File: src/rtl/rv32i_types_pkg.sv
// Shared RV32I core types: fetch sequencer state encoding and PC helpers.
package rv32i_types;

    typedef enum logic [1:0] {
        S_FETCH = 2'd0,
        S_HOLD  = 2'd1,
        S_DROP  = 2'd2
    } fetch_state_t;

    localparam logic [31:0] PC_STEP = 32'd4;

    // Redirect targets are word addresses; the low two bits are ignored.
    function automatic logic [31:0] word_align(input logic [31:0] addr);
        return {addr[31:2], 2'b00};
    endfunction

endpackage

File: src/rtl/fetch_ctrl_perf_cnt.sv
// Fetch performance counters: delivered instructions and redirect discards.
// Both counters simply wrap at 2^CNT_W.
module fetch_perf_cnt
    import rv32i_types::*;
#(
    parameter int CNT_W = 32
) (
    input  logic             clk,
    input  logic             rst,
    input  logic             fetch_inc,
    input  logic             drop_inc,
    output logic [CNT_W-1:0] fetch_count,
    output logic [CNT_W-1:0] drop_count
);

    // Count one event per strobe cycle; reset clears both counters.
    always_ff @(posedge clk) begin
        if (rst) begin
            fetch_count <= '0;
            drop_count  <= '0;
        end else begin
            if (fetch_inc) begin
                fetch_count <= fetch_count + CNT_W'(1);
            end
            if (drop_inc) begin
                drop_count <= drop_count + CNT_W'(1);
            end
        end
    end

endmodule

File: src/rtl/fetch_ctrl.sv
// Instruction-fetch sequencer: issues one word read at a time, loads the
// instruction register on the response, holds it for decode, and handles
// redirects, including throwing away a response that is already in flight.
module fetch_ctrl
    import rv32i_types::*;
#(
    parameter logic [31:0] RESET_PC = 32'h4000_0060,
    parameter int          CNT_W    = 32
) (
    input  logic             clk,
    input  logic             rst,
    output logic             imem_read,
    output logic [31:0]      imem_address,
    input  logic [31:0]      imem_rdata,
    input  logic             imem_resp,
    output logic             ir_load,
    output logic [31:0]      ir_data,
    output logic [31:0]      inst_pc,
    output logic             inst_valid,
    input  logic             dec_ready,
    input  logic             redirect,
    input  logic [31:0]      redirect_pc,
    output logic [CNT_W-1:0] fetch_count,
    output logic [CNT_W-1:0] drop_count
);

    fetch_state_t state, state_n;
    logic [31:0]  fetch_pc, fetch_pc_n;
    logic [31:0]  req_pc, req_pc_n;
    logic [31:0]  inst_pc_n;
    logic         inst_valid_n;
    logic         fetch_inc;
    logic         drop_inc;
    logic [31:0]  target_pc;

    assign target_pc    = word_align(redirect_pc);
    assign imem_address = req_pc;
    assign ir_data      = imem_rdata;

    // Next-state, next-register and output decode; reset masks both strobes.
    always_comb begin
        state_n      = state;
        fetch_pc_n   = fetch_pc;
        req_pc_n     = req_pc;
        inst_pc_n    = inst_pc;
        inst_valid_n = inst_valid;
        fetch_inc    = 1'b0;
        drop_inc     = 1'b0;
        imem_read    = 1'b0;
        ir_load      = 1'b0;

        unique case (state)
            S_FETCH: begin
                imem_read = 1'b1;
                if (imem_resp && !redirect) begin
                    ir_load      = 1'b1;
                    inst_pc_n    = req_pc;
                    fetch_pc_n   = req_pc + PC_STEP;
                    inst_valid_n = 1'b1;
                    fetch_inc    = 1'b1;
                    state_n      = S_HOLD;
                end else if (imem_resp && redirect) begin
                    fetch_pc_n = target_pc;
                    req_pc_n   = target_pc;
                    drop_inc   = 1'b1;
                end else if (redirect) begin
                    fetch_pc_n = target_pc;
                    state_n    = S_DROP;
                end
            end

            S_HOLD: begin
                if (redirect) begin
                    inst_valid_n = 1'b0;
                    fetch_pc_n   = target_pc;
                    req_pc_n     = target_pc;
                    drop_inc     = 1'b1;
                    state_n      = S_FETCH;
                end else if (dec_ready) begin
                    inst_valid_n = 1'b0;
                    req_pc_n     = fetch_pc;
                    state_n      = S_FETCH;
                end
            end

            S_DROP: begin
                // The memory cannot abort, so the old address stays on the bus.
                imem_read = 1'b1;
                if (redirect) begin
                    fetch_pc_n = target_pc;
                end
                if (imem_resp) begin
                    drop_inc = 1'b1;
                    req_pc_n = redirect ? target_pc : fetch_pc;
                    state_n  = S_FETCH;
                end
            end

            default: begin
                inst_valid_n = 1'b0;
                req_pc_n     = fetch_pc;
                state_n      = S_FETCH;
            end
        endcase

        if (rst) begin
            imem_read = 1'b0;
            ir_load   = 1'b0;
        end
    end

    // State and PC registers; reset abandons any outstanding read silently.
    always_ff @(posedge clk) begin
        if (rst) begin
            state      <= S_FETCH;
            fetch_pc   <= RESET_PC;
            req_pc     <= RESET_PC;
            inst_pc    <= '0;
            inst_valid <= 1'b0;
        end else begin
            state      <= state_n;
            fetch_pc   <= fetch_pc_n;
            req_pc     <= req_pc_n;
            inst_pc    <= inst_pc_n;
            inst_valid <= inst_valid_n;
        end
    end

    fetch_perf_cnt #(
        .CNT_W (CNT_W)
    ) u_perf_cnt (
        .clk         (clk),
        .rst         (rst),
        .fetch_inc   (fetch_inc & ~rst),
        .drop_inc    (drop_inc & ~rst),
        .fetch_count (fetch_count),
        .drop_count  (drop_count)
    );

endmodule

File: config.mk
export PLATFORM = sky130hd
export DESIGN_NAME = fetch_ctrl
export DESIGN_NICKNAME = d
export VERILOG_FILES = /design/src/rtl/rv32i_types_pkg.sv /design/src/rtl/fetch_ctrl_perf_cnt.sv /design/src/rtl/fetch_ctrl.sv
export SDC_FILE = /design/constraint.sdc
export NUM_CORES = 1
export LEC_CHECK = 0
export ABC_CLOCK_PERIOD_IN_PS = 2100
export CAP_MARGIN = 0
export CORE_MARGIN = 3
export CORE_UTILIZATION = 35
export CTS_CLUSTER_DIAMETER = 150
export CTS_CLUSTER_SIZE = 30
export DETAILED_ROUTE_END_ITERATION = 10
export SYNTH_ARGS = -nofsm -noshare
export SYNTH_HDL_FRONTEND = slang
export SYNTH_SLANG_ARGS = --single-unit
File: constraint.sdc
create_clock -name clk -period 2.1 [get_ports clk]
set_input_delay 0.42 -clock clk [delete_from_list [all_inputs] [get_ports clk]]
set_output_delay 0.42 -clock clk [all_outputs]
set_load 0.01 [all_outputs]
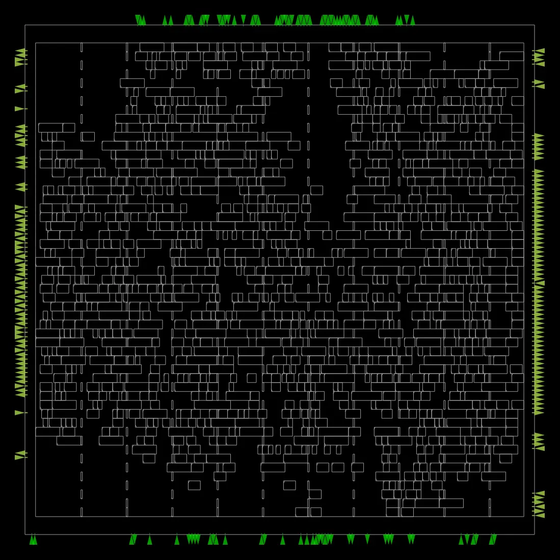
placed.png
Core ar.: 0.0214 mm²
flip-flops: 163
Finished Core Util: 50.0%
count of placed standard cells in the final layout, fillers left out: 1,396

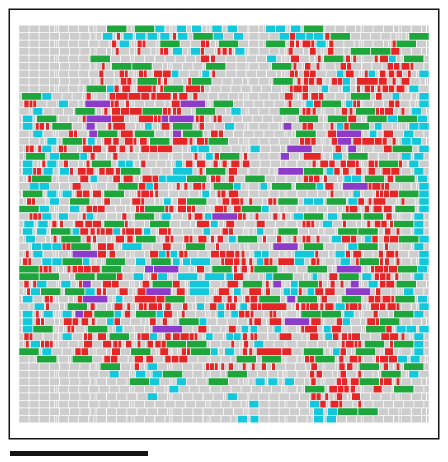
class_map.png
The bar under the picture is 50 µm long. Fill, decap, tap and diode cells in gray.
class	color	cells	share of their area
remaining buffers and delay cells	cyan	258	24%
remaining logic cells	red	668	39%
clock drivers and dummy loads	purple	32	5.6%
registers	green	163	32%

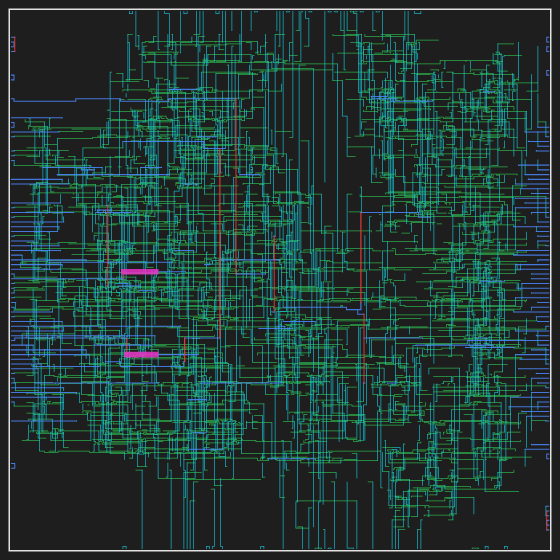
layers.png
layer	color	wire length
M4	red	218 µm
M5	magenta	17.5 µm
M1	green	10,700 µm
M3	blue	1,590 µm
M2	cyan	10,800 µm

==> run summary <==
This note records the results obtained with Yosys and OpenROAD.

Run status
The flow ran to the end, and the final reports show no timing, DRC or antenna violations.

Worst hold path
The start point of the worst hold path is rst. STA shows the worst min-delay path finishing at inst_pc[7]. The min-delay analysis places its worst path in the category input pin to flop. The number of instances on the worst hold path is 2.

Setup path
The buffers plus inverters on the worst setup path is 3. The timing report gives the worst reg2reg path a setup slack of 0.13 ns. The master of the slowest instance on the critical path is sky130_fd_sc_hd__clkdlybuf4s50_1. The critical path start-end classification is input pin to flop. The worst register-to-register path begins at state[1]. The largest single stage delay on the critical path is 0.62 ns. The endpoint of the lowest-slack register-to-register path is fetch_pc[17]. The depth of the most critical reg-to-reg path is 7. In this run the worst path has a maximum fanout of 11. The launching element type of the critical path is an input pin. STA classifies the critical path endpoint as a flop.

The gate family responsible for the most delay along the worst path is buffers and inverters. The arrival time at the worst endpoint is 2.35 ns.

Floorplan
The die covers 0.0240 mm². For this configuration, the core starts out at a cell density of 36.3%. The floorplan has 53 rows.

STA
The clock arrives with 0.0102 ns of skew. Timing would allow up to 503 MHz. The final max-slew violation count is 0. The final hold violation count recorded for this run is 0. The relative max-transition margin is 57.5%.

For this run, the final setup violation count is recorded as 0. The part of the cycle the worst path needs is 94.7%. The post-route setup TNS is 0 ns. The clock period could shrink to 1.99 ns.

Logic synthesis
The instance tally after logic synthesis is 924. The portion of netlist area occupied by mux cells is 0.515%. Sorting the synthesized cells by area gives the leading types as sky130_fd_sc_hd__dfxtp_1 42%, sky130_fd_sc_hd__xor2_1 5.9%, sky130_fd_sc_hd__nor2_1 5.6%. Of the total synthesized cell area, the portion taken by full adders, half adders and majority gates is 1.13%. The compound-cell area share of the yosys netlist is 14.9%. The area share of the largest cell type after synthesis is 42.0%. The area share of and/or/nand/nor cells after synthesis is 26.0%.

Synthesis inferred 163 register bits. Yosys mapped a number of flops with a built-in enable equal to 0. The cell area after synthesis is 0.00777 mm². Synthesis produced a netlist with a net count of 1,000. The yosys-reported design area after synthesis is 0.00777 mm².

The cell type with the largest total area after synthesis is sky130_fd_sc_hd__dfxtp_1. Per the synthesis report, the XOR/XNOR share of the synthesized area is 8.67%. Sorting the synthesis cell report by count puts at the top sky130_fd_sc_hd__dfxtp_1. Dividing the synthesized area by the synthesized cell count gives 8.41 µm².

The number of distinct standard cells referenced by the synthesized netlist is 60. The count of warnings emitted by yosys is 0.

Clock network
The number of buffers inserted by hold repair at cts is 0. The latest clock arrival within the worst-skew pair is 0.43 ns. The timing report gives the clock slew at the launch and capture registers of the worst setup and hold paths as 0.07 ns.

TritonCTS built the clock tree. The number of levels the H-tree was split into is 4. The master cell of the clock root buffer is sky130_fd_sc_hd__clkbuf_16. The clock buffer count from CTS is 17. The buffer count from post-CTS setup fixing is 2. The clock drives 163 sinks.

Placement
After legalization and detailed placement, the total HPWL measured 16.2 mm. The setup slack after placement is -0.405 ns. The count of input and output buffers is 165.

Routability-driven placement finished with a final weighted congestion of 0.817.

Global route
Recorded from the global router log, the overflow total was 0. Entering global routing, the biggest net connects 62 pins. The first global-routing pass estimated 38.0 mm of wire. The via count of the first global-routing pass is 7,146.

Drt
The remaining routing DRC violations is 0. Dividing the detail-routed via count by the number of cells gives 5.23. The first-pass detailed-route iteration total is 6. The number of violations reported at the end of detailed-routing iteration 0 is 426.

Pwr
Summed over all cells, the static leakage comes to 3.90 nW. After layout, the design draws a total of 8.06 mW. The worst-case IR drop observed on VDD is 0.525 mV.

Finish
The share of layout cells above drive strength 1 is 14.4%. The final antenna diode tally reported by the flow is 0. The library cell used most frequently in the layout, excluding fill and tap cells, is sky130_fd_sc_hd__clkdlybuf4s50_1. Between the synthesized netlist and the finished layout, the area growth was recorded as 37.8%.

The final layout net count is 1,184.

Run
Per the run summary, max-cap violations total 0.
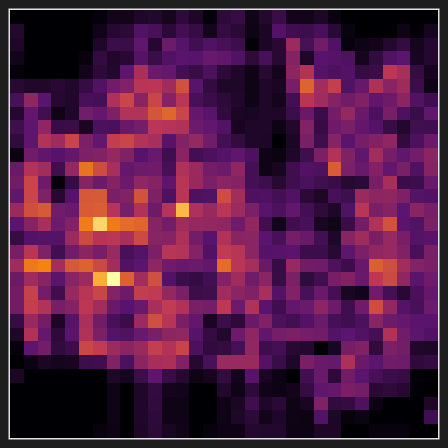
route_heat.png
The die is cut into 31 by 31 equal tiles; black is low, pale yellow is high, scaled to the fullest tile. Values are wire area over tile area, all layers added.
fullest tile	0.66
mean over tiles	0.16
nearly empty tiles	11%
densest ninth of the die	west
tiles over half the peak	6.2%
via count: 7,300
global-route usage over all layers: 19.4%
final WL: 23.3 mm
routed wirelength normalized by instance count: 16.7 µm

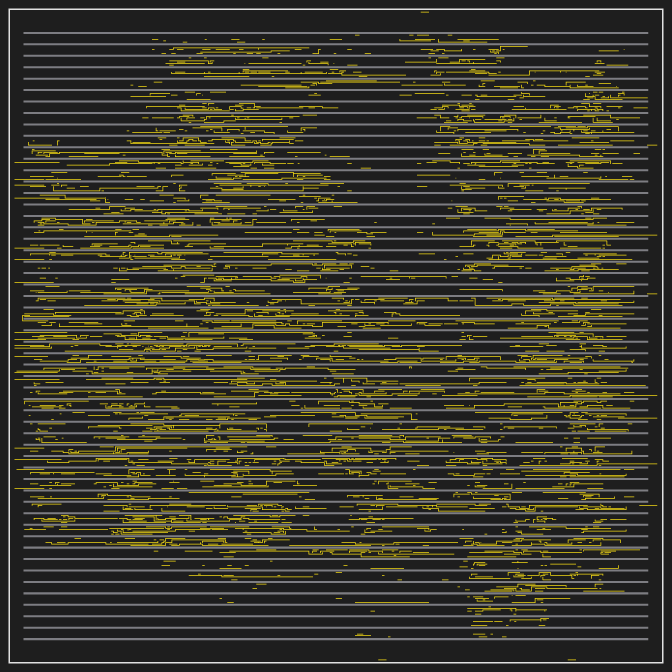
m1.png
Supply wires on this layer in gray.
longest straight run	36.8 µm
share of all routed wire	46%
wire length on this layer	10,700 µm
main direction	horizontal
nets with wire on the layer	1,037
met1 usage in global routing: 26.4%

## cell families after synthesis
| logic type | Yosys count |
|---|---|
| AND/OR/NAND/NOR | 403 |
| AND-OR/OR-AND | 167 |
| flip-flops | 163 |
| buffers and inverters | 103 |
| XOR/XNOR | 77 |
| adder cells (fa/ha/maj) | 7 |
| multiplexers | 4 |
## routing by layer
metal / up-vias / GRT usage [%] / part of all wire (%) / routed length [µm]
met2: 213 / 30.9 / 46 / 10800
met3: 24 / 5.12 / 6.8 / 1590
li1: 3623 / - / - / -
met5: - / 0 / 0.073 / 17
met4: 4 / 4.67 / 0.94 / 218
met1: 3436 / 26.4 / 46 / 10700
## through the flow
step                      util [%]  hold slack (ns)  instance area, µm²  cells
final                         50.0            0.253               10700   1396
after global placement        47.1            0.442               10100   1362
after CTS                     50.0            0.239               10700   1396
after floorplan                  -            0.448                7790    924
after detailed placement      47.1            0.447               10100   1362
after global routing          50.0            0.255               10700   1396
## how the worst max path moves through the flow
stage	startpoint	end	slack [ns]	cells after the start
6_report	imem_resp	u_perf_cnt.drop_count[23]	0.11	8
5_1_grt	state[1]	fetch_pc[28]	-0.0007	7
4_1_cts	state[1]	fetch_pc[8]	0.002	7
3_5_place_dp	imem_resp	u_perf_cnt.fetch_count[29]	-0.40	7
3_3_place_gp	imem_resp	u_perf_cnt.fetch_count[31]	-0.36	7
2_1_floorplan	state[0]	fetch_pc[30]	0.05	9
## cell type report
class                   instances  area, µm²
flip-flops and latches        163       3270
well taps                     275        344
inverters                      10       37.5
fillers                      2048      10700
repair buffers                258       2460
multi-input cells             658       4020
clock buffers                  18        439
clock inverters                14        143
## power breakdown
part,switching (mW),internal (mW)
Combinational,0.790,0.755
Clock,1.41,1.70
Sequential,0.132,3.26
Total,2.34,5.72
Power and IR drop assume default switching activity.
